$ cat src/rtl/fp_add_sub_pipe_if.sv
// Operand/result bundle for fp_add_sub_pipe.
//   master: operand issuer and result consumer (drives in_valid/opd1/opd2/op/out_ready)
//   slave : the adder pipeline (drives in_ready/out_valid/res/flags)
interface fp_add_sub_pipe_if #(
    parameter int unsigned EXP_W = 8,
    parameter int unsigned MAN_W = 23
);
    localparam int unsigned W = 1 + EXP_W + MAN_W;

    logic         in_valid;
    logic         in_ready;
    logic [W-1:0] opd1;
    logic [W-1:0] opd2;
    logic         op;
    logic         out_valid;
    logic         out_ready;
    logic [W-1:0] res;
    logic         exp_overflow_flag;
    logic         exp_underflow_flag;
    logic         nan_flag;

    modport master (
        output in_valid, opd1, opd2, op, out_ready,
        input  in_ready, out_valid, res, exp_overflow_flag, exp_underflow_flag, nan_flag
    );

    modport slave (
        input  in_valid, opd1, opd2, op, out_ready,
        output in_ready, out_valid, res, exp_overflow_flag, exp_underflow_flag, nan_flag
    );
endinterface

$ cat src/rtl/fp_add_sub_pipe.sv
// 3-stage pipelined floating-point adder/subtractor with valid/ready handshake.
//   clk, rst : clock, synchronous active-high reset
//   bus      : fp_add_sub_pipe_if.slave (operands, op, result, overflow/underflow/nan flags)
// Subnormal inputs read as signed zero; no subnormal outputs.
// Define FP_ADD_SUB_RNE_EN for round-to-nearest-even; otherwise results truncate.
module fp_add_sub_pipe #(
    parameter int unsigned EXP_W = 8,
    parameter int unsigned MAN_W = 23
) (
    input logic              clk,
    input logic              rst,
    fp_add_sub_pipe_if.slave bus
);
    localparam int unsigned W   = 1 + EXP_W + MAN_W;
    localparam int unsigned MW  = MAN_W + 4;          // hidden + fraction + guard/round/sticky
    localparam int unsigned EW  = EXP_W + 2;          // two's-complement working exponent
    localparam int unsigned LZW = $clog2(MW + 1);
    localparam logic [EXP_W-1:0] EXP_ONES = '1;

    // Global stall: the whole pipe advances only when the output slot frees up
    logic adv;
    assign adv = ~out_valid_q | bus.out_ready;
    assign bus.in_ready = adv;

    // Leading-zero count, MW when the vector is all zero
    function automatic logic [LZW-1:0] lzc(input logic [MW-1:0] v);
        lzc = LZW'(MW);
        for (int i = 0; i < int'(MW); i++) begin
            if (v[i]) lzc = LZW'(int'(MW) - 1 - i);
        end
    endfunction

    // ---------------- stage registers ----------------
    logic             s1_valid_q, s1_valid_d, s1_nan_q, s1_nan_d, s1_inf_q, s1_inf_d;
    logic             s1_sign_q, s1_sign_d, s1_zsign_q, s1_zsign_d, s1_sub_q, s1_sub_d;
    logic [EXP_W-1:0] s1_exp_q, s1_exp_d;
    logic [MW-1:0]    s1_ml_q, s1_ml_d, s1_ms_q, s1_ms_d;

    logic             s2_valid_q, s2_valid_d, s2_nan_q, s2_nan_d, s2_inf_q, s2_inf_d;
    logic             s2_zero_q, s2_zero_d, s2_sign_q, s2_sign_d;
    logic [EW-1:0]    s2_exp_q, s2_exp_d;
    logic [MW-1:0]    s2_man_q, s2_man_d;

    logic             out_valid_q, out_valid_d, ovf_q, ovf_d, unf_q, unf_d, nan_q, nan_d;
    logic [W-1:0]     res_q, res_d;

    // ---------------- S1: unpack, classify, swap, align ----------------
    logic             sa, sb, a_zero, b_zero, a_max, b_max, a_nan, b_nan, a_inf, b_inf, a_big;
    logic [EXP_W-1:0] ea, eb, dsh;
    logic [MAN_W-1:0] fa, fb;
    logic [MW-1:0]    ma, mb, ms, ones;

    always_comb begin
        sa     = bus.opd1[W-1];
        sb     = bus.opd2[W-1] ^ bus.op;
        ea     = bus.opd1[W-2 -: EXP_W];
        eb     = bus.opd2[W-2 -: EXP_W];
        fa     = bus.opd1[MAN_W-1:0];
        fb     = bus.opd2[MAN_W-1:0];
        a_zero = (ea == '0);
        b_zero = (eb == '0);
        a_max  = (ea == EXP_ONES);
        b_max  = (eb == EXP_ONES);
        a_nan  = a_max & (fa != '0);
        b_nan  = b_max & (fb != '0);
        a_inf  = a_max & (fa == '0);
        b_inf  = b_max & (fb == '0);
        ma     = a_zero ? '0 : {1'b1, fa, 3'b000};
        mb     = b_zero ? '0 : {1'b1, fb, 3'b000};
        // Larger magnitude goes first so subtraction never goes negative
        a_big  = {ea, ma} >= {eb, mb};
        s1_exp_d = a_big ? ea : eb;
        s1_ml_d  = a_big ? ma : mb;
        ms       = a_big ? mb : ma;
        dsh      = a_big ? (ea - eb) : (eb - ea);
        ones     = '1;
        // Bits shifted past the guard/round positions collapse into the sticky LSB
        s1_ms_d  = (ms >> dsh) | MW'(|(ms & ~(ones << dsh)));
        s1_valid_d = bus.in_valid;
        s1_nan_d   = a_nan | b_nan | (a_inf & b_inf & (sa != sb));
        s1_inf_d   = a_inf | b_inf;
        s1_sign_d  = a_inf ? sa : (b_inf ? sb : (a_big ? sa : sb));
        // Zero sum is -0 only when both addends are -0
        s1_zsign_d = sa & sb;
        s1_sub_d   = sa ^ sb;
    end

    // ---------------- S2: add/sub, normalise ----------------
    logic [MW:0]    sum;
    logic [LZW-1:0] lz;

    always_comb begin
        sum = s1_sub_q ? ({1'b0, s1_ml_q} - {1'b0, s1_ms_q})
                       : ({1'b0, s1_ml_q} + {1'b0, s1_ms_q});
        lz  = lzc(sum[MW-1:0]);
        s2_valid_d = s1_valid_q;
        s2_nan_d   = s1_nan_q;
        s2_inf_d   = s1_inf_q;
        s2_zero_d  = (sum == '0);
        s2_sign_d  = (s1_inf_q | ~s2_zero_d) ? s1_sign_q : s1_zsign_q;
        if (sum[MW]) begin
            s2_man_d = {sum[MW:2], sum[1] | sum[0]};
            s2_exp_d = EW'(s1_exp_q) + EW'(1);
        end else begin
            s2_man_d = sum[MW-1:0] << lz;
            s2_exp_d = EW'(s1_exp_q) - EW'(lz);
        end
    end

    // ---------------- S3: round, range check, pack ----------------
    logic [EW-1:0]    exp_r;
    logic [MAN_W-1:0] frac;

`ifdef FP_ADD_SUB_RNE_EN
    localparam int unsigned MRW = MAN_W + 2;
    logic           rnd_up;
    logic [MRW-1:0] mant_r;

    always_comb begin
        rnd_up = s2_man_q[2] & (s2_man_q[3] | s2_man_q[1] | s2_man_q[0]);
        mant_r = {1'b0, s2_man_q[MW-1:3]} + MRW'(rnd_up);
        // Rounding carry-out renormalises by one place
        if (mant_r[MRW-1]) begin
            frac  = mant_r[MAN_W:1];
            exp_r = s2_exp_q + EW'(1);
        end else begin
            frac  = mant_r[MAN_W-1:0];
            exp_r = s2_exp_q;
        end
    end
`else
    logic trunc_unused;
    assign trunc_unused = ^{s2_man_q[MW-1], s2_man_q[2:0]};

    always_comb begin
        frac  = s2_man_q[MW-2:3];
        exp_r = s2_exp_q;
    end
`endif

    always_comb begin
        out_valid_d = s2_valid_q;
        res_d = '0;
        ovf_d = 1'b0;
        unf_d = 1'b0;
        nan_d = 1'b0;
        if (s2_valid_q) begin
            if (s2_nan_q) begin
                res_d = {1'b0, EXP_ONES, 1'b1, (MAN_W-1)'(0)};
                nan_d = 1'b1;
            end else if (s2_inf_q) begin
                res_d = {s2_sign_q, EXP_ONES, MAN_W'(0)};
            end else if (s2_zero_q) begin
                res_d = {s2_sign_q, (W-1)'(0)};
            end else if (~exp_r[EW-1] && (exp_r[EW-2:0] >= {1'b0, EXP_ONES})) begin
                res_d = {s2_sign_q, EXP_ONES, MAN_W'(0)};
                ovf_d = 1'b1;
            end else if (exp_r[EW-1] || (exp_r == '0)) begin
                res_d = {s2_sign_q, (W-1)'(0)};
                unf_d = 1'b1;
            end else begin
                res_d = {s2_sign_q, exp_r[EXP_W-1:0], frac};
            end
        end
    end

    // All stages load together on adv; reset clears valids and outputs
    always_ff @(posedge clk) begin
        if (rst) begin
            s1_valid_q <= 1'b0; s1_nan_q <= 1'b0; s1_inf_q <= 1'b0;
            s1_sign_q  <= 1'b0; s1_zsign_q <= 1'b0; s1_sub_q <= 1'b0;
            s1_exp_q   <= '0;   s1_ml_q <= '0;    s1_ms_q <= '0;
            s2_valid_q <= 1'b0; s2_nan_q <= 1'b0; s2_inf_q <= 1'b0;
            s2_zero_q  <= 1'b0; s2_sign_q <= 1'b0;
            s2_exp_q   <= '0;   s2_man_q <= '0;
            out_valid_q <= 1'b0; res_q <= '0;
            ovf_q <= 1'b0; unf_q <= 1'b0; nan_q <= 1'b0;
        end else if (adv) begin
            s1_valid_q <= s1_valid_d; s1_nan_q <= s1_nan_d; s1_inf_q <= s1_inf_d;
            s1_sign_q  <= s1_sign_d;  s1_zsign_q <= s1_zsign_d; s1_sub_q <= s1_sub_d;
            s1_exp_q   <= s1_exp_d;   s1_ml_q <= s1_ml_d;   s1_ms_q <= s1_ms_d;
            s2_valid_q <= s2_valid_d; s2_nan_q <= s2_nan_d; s2_inf_q <= s2_inf_d;
            s2_zero_q  <= s2_zero_d;  s2_sign_q <= s2_sign_d;
            s2_exp_q   <= s2_exp_d;   s2_man_q <= s2_man_d;
            out_valid_q <= out_valid_d; res_q <= res_d;
            ovf_q <= ovf_d; unf_q <= unf_d; nan_q <= nan_d;
        end
    end

    assign bus.out_valid          = out_valid_q;
    assign bus.res                = res_q;
    assign bus.exp_overflow_flag  = ovf_q;
    assign bus.exp_underflow_flag = unf_q;
    assign bus.nan_flag           = nan_q;
endmodule

$ cat src/flat_wrapper.sv
// flat-port wrapper written by rule: the top's interface ports become plain ports
module fp_add_sub_pipe_flat 
#(
    parameter int unsigned EXP_W = 8,
    parameter int unsigned MAN_W = 23
)
  (clk, rst, bus_in_valid, bus_opd1, bus_opd2, bus_op, bus_out_ready, bus_in_ready, bus_out_valid, bus_res, bus_exp_overflow_flag, bus_exp_underflow_flag, bus_nan_flag);
  fp_add_sub_pipe_if #(.EXP_W(EXP_W), .MAN_W(MAN_W)) bus_i ();
  input logic clk;
  input logic rst;
  input wire logic [$bits(bus_i.in_valid)-1:0] bus_in_valid;
  input wire logic [$bits(bus_i.opd1)-1:0] bus_opd1;
  input wire logic [$bits(bus_i.opd2)-1:0] bus_opd2;
  input wire logic [$bits(bus_i.op)-1:0] bus_op;
  input wire logic [$bits(bus_i.out_ready)-1:0] bus_out_ready;
  output wire logic [$bits(bus_i.in_ready)-1:0] bus_in_ready;
  output wire logic [$bits(bus_i.out_valid)-1:0] bus_out_valid;
  output wire logic [$bits(bus_i.res)-1:0] bus_res;
  output wire logic [$bits(bus_i.exp_overflow_flag)-1:0] bus_exp_overflow_flag;
  output wire logic [$bits(bus_i.exp_underflow_flag)-1:0] bus_exp_underflow_flag;
  output wire logic [$bits(bus_i.nan_flag)-1:0] bus_nan_flag;
  assign bus_i.in_valid = bus_in_valid;
  assign bus_i.opd1 = bus_opd1;
  assign bus_i.opd2 = bus_opd2;
  assign bus_i.op = bus_op;
  assign bus_i.out_ready = bus_out_ready;
  assign bus_in_ready = bus_i.in_ready;
  assign bus_out_valid = bus_i.out_valid;
  assign bus_res = bus_i.res;
  assign bus_exp_overflow_flag = bus_i.exp_overflow_flag;
  assign bus_exp_underflow_flag = bus_i.exp_underflow_flag;
  assign bus_nan_flag = bus_i.nan_flag;
  fp_add_sub_pipe #(.EXP_W(EXP_W), .MAN_W(MAN_W)) u_core (.clk(clk), .rst(rst), .bus(bus_i));
endmodule
$ cat config.mk
export PLATFORM = sky130hd
export DESIGN_NAME = fp_add_sub_pipe_flat
export DESIGN_NICKNAME = d
export VERILOG_FILES = /design/src/rtl/fp_add_sub_pipe_if.sv /design/src/rtl/fp_add_sub_pipe.sv /design/src/flat_wrapper.sv
export SDC_FILE = /design/constraint.sdc
export NUM_CORES = 1
export LEC_CHECK = 0
export CAP_MARGIN = 40
export CORE_MARGIN = 2
export CORE_UTILIZATION = 55
export DETAILED_ROUTE_END_ITERATION = 7
export DONT_BUFFER_PORTS = 1
export PLACE_DENSITY = 0.72
export SLEW_MARGIN = 10
export SYNTH_ARGS = -nofsm -noshare
export SYNTH_HDL_FRONTEND = slang
export SYNTH_SLANG_ARGS = --single-unit
$ cat constraint.sdc
create_clock -name clk -period 7.3 [get_ports clk]
set_input_delay 1.095 -clock clk [delete_from_list [all_inputs] [get_ports clk]]
set_output_delay 1.095 -clock clk [all_outputs]
set_load 0.02 [all_outputs]
==> run_1/cell_classes.png <==
(2 px per um)
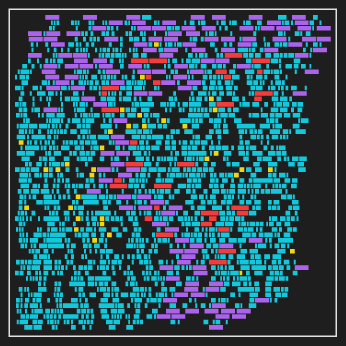
| colour | class | cells |
|---|---|---|
| cyan | all other logic | 1613 |
| yellow | other buffers and delay cells | 34 |
| purple | flip-flops | 139 |
| red | clock drivers and dummy loads | 32 |

==> run_1/final_congestion.png <==
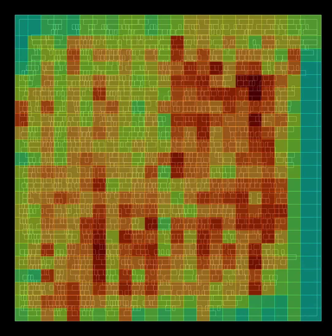
met1 GRT Util: 0.455
routed len/inst: 20.7 um
met2 global-route usage: 0.524

==> run_1/zoom.png <==
Window x 28 to 53, y 110 to 135 um. Cells in grey, sequential cells in the stronger grey; small squares are vias.
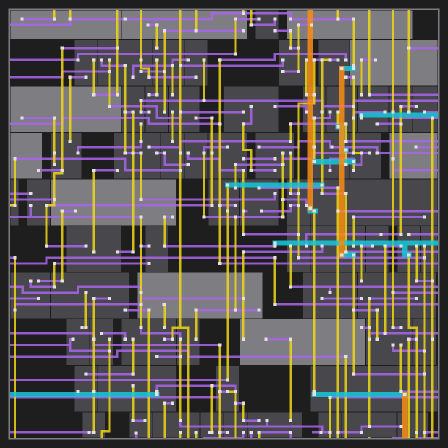
| colour | layer |
|---|---|
| yellow | met2 |
| cyan | met3 |
| purple | met1 |
| orange | met4 |
sequential cells in the window: 8
most frequent: nand2_1 (13), nor2_1 (9), dfxtp_1 (8)
netlist names of flops here include: u_core.exp_r (4), u_core.s1_exp_q (3)
cells with their middle in the window: 67

==> impl_metrics.csv, run 1 <==
group,metric,value,unit
power_and_ir_drop,p_clk_frac,0.143,
layout,layout_top_cell,"nor2_1",
synth,ys_area,13900,um2
sta,fin_skew,16.8,ps
place,dp_hpwl,33.7,mm
die,rows,58,
hold_path,hold_path.startpoint,"u_core.s1_valid_q",
layout,fillers,2401,
layout,final_util,0.585,
detailed_routing,wl_met2,19.8,mm
setup_path,cp.arrival,7140,ps
clock_network,worstSkewPairLatency,440,ps
layout,lay_top_cells,"nor2_1 (231), nand2_1 (212), a21oi_1 (162), dfxtp_1 (139), o21ai_0 (93)",
clock_network,post-cts-setup-buffers,0,
layout,final_nets,1950,
detailed_routing,drtPass1Iterations,7,
detailed_routing,routed.top_layer,"met4",
detailed_routing,vias,14448,
outcome,outcome,"completed",
power_and_ir_drop,seq-power,0.976,mW
clock_network,cts_hold_buf,0,
synth,postSynth.asyncResetShare,0,
place,post-place-ws,413,ps
detailed_routing,avgViaCountPerCell,6.73,
synth,top_cells_by_count,"nor2_1 (232), nand2_1 (213), a21oi_1 (163)",
-- run 1: state kept, by name (all words and copies together) (netlist names) --
signal                         cells
u_core.s1_ms_q                    27
u_core.s1_zsign_q                  1
u_core.s2_man_q                   23
u_core.s1_exp_q                    8
u_core.s1_valid_q                  1
u_core.s2_inf_q                    1
u_core.s1_inf_q                    1
u_core.s1_sign_q                   1
u_core.exp_r                      10
u_core.bus.out_valid               1
u_core.s1_sub_q                    1
u_core.out_valid_d                 1
u_core.bus.nan_flag                1
u_core.s2_sign_q                   1
u_core.s1_ml_q                    24
u_core.bus.exp_overflow_flag       1
u_core.bus.res                    32
u_core.bus.exp_underflow_flag      1
u_core.s2_zero_q                   1
u_core.s1_nan_q                    1
u_core.s2_nan_q                    1
==> run_1/drive_strength.png <==
(2 px per um)
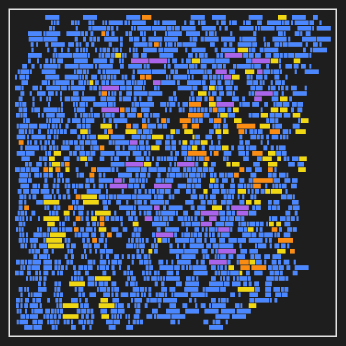

==> run 2, diff against run 1 <==
CORE_UTILIZATION = 60   (was 55)
PLACE_DENSITY = 0.78   (was 0.72)
==> run_2/drive_strength.png <==
(2 px per um)
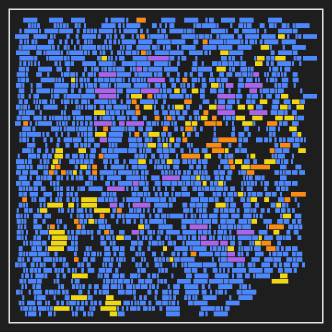
| colour | size | cells | share |
|---|---|---|---|
| purple | drive 6 and up | 32 | 1.8% |
| orange | drive 3 to 4 | 53 | 2.9% |
| blue | drive 1 or less | 1640 | 90% |
| yellow | drive 2 | 94 | 5.2% |

==> impl_metrics.csv, run 2 <==
group,metric,value,unit
detailed_routing,wl_per_cell,20.8,um
sta,fin_skew,14.0,ps
detailed_routing,wl_met2,19.1,mm
clock_network,worstSkewPairLatency,440,ps
synth,postSynth.asyncResetShare,0,
layout,layout_top_cell,"nor2_1",
global_routing,grt_pass1_wl,69.5,mm
synth,synthTopLogicFamily,"AND-OR/OR-AND gates",
clock_network,post-cts-setup-buffers,0,
synth,top_cells_by_count,"nor2_1 (232), nand2_1 (213), a21oi_1 (163)",
layout,lay_top_cells,"nor2_1 (231), nand2_1 (212), a21oi_1 (162), dfxtp_1 (139), o21ai_0 (93)",
layout,largest_reg_flops,32,
clock_network,cts_hold_buf,0,
outcome,outcome,"completed",
detailed_routing,drtPass1Iterations,7,
setup_path,cp.arrival,7000,ps
global_routing,met2_usage,0.542,
detailed_routing,routed.top_layer,"met4",
global_routing,overflow,0,
synth,ys_sh_aoi,0.305,
layout,fillers,2023,
detailed_routing,avgViaCountPerCell,6.88,
power_and_ir_drop,p_clk_frac,0.148,
place,dp_hpwl,33.2,mm
layout,final_nets,1951,
setup_path,crit_end,"u_core.exp_r[8]",
==> run_2/zoom.png <==
Window x 27 to 52, y 105 to 130 um. Cells in grey, sequential cells in the stronger grey; small squares are vias.
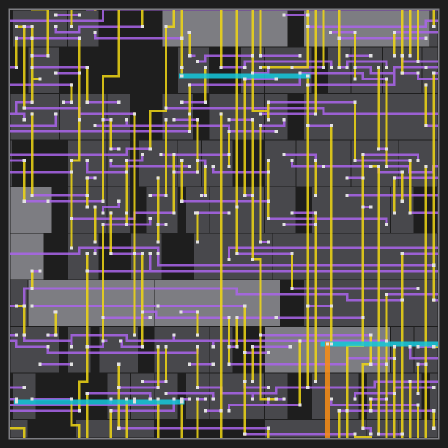
| colour | layer |
|---|---|
| yellow | met2 |
| cyan | met3 |
| purple | met1 |
| orange | met4 |
sequential cells in the window: 5
cells with their middle in the window: 61
most frequent: nand2_1 (10), nor2_1 (8), a21oi_1 (6)
netlist names of flops here include: u_core.s1_exp_q (3), u_core.exp_r (2)

run 2: cell counts after synthesis:
No cell type changed its count.
run 2: through the flow:
step           utilization  instances  power, mW  worst slack [ps]
2_1_floorplan            -       1877       4.26              1080
3_3_place_gp         0.613       2068       5.14               709
3_5_place_dp         0.615       2072       5.17               462
4_1_cts              0.642       2104       6.12               429
5_1_grt              0.643       2104       6.64              75.6
6_report             0.643       2104       6.26               665
run 2: power by group through the flow:
stage / Combinational, mW / Sequential [mW] / Clock [mW]
5_1_grt: 4.68 / 0.990 / 0.966
4_1_cts: 4.21 / 0.975 / 0.933
3_3_place_gp: 4.15 / 0.988 / 0
3_5_place_dp: 4.19 / 0.989 / 0
2_1_floorplan: 3.32 / 0.946 / 0
6_report: 4.35 / 0.978 / 0.929
Power is estimated from default activity; no workload was simulated.
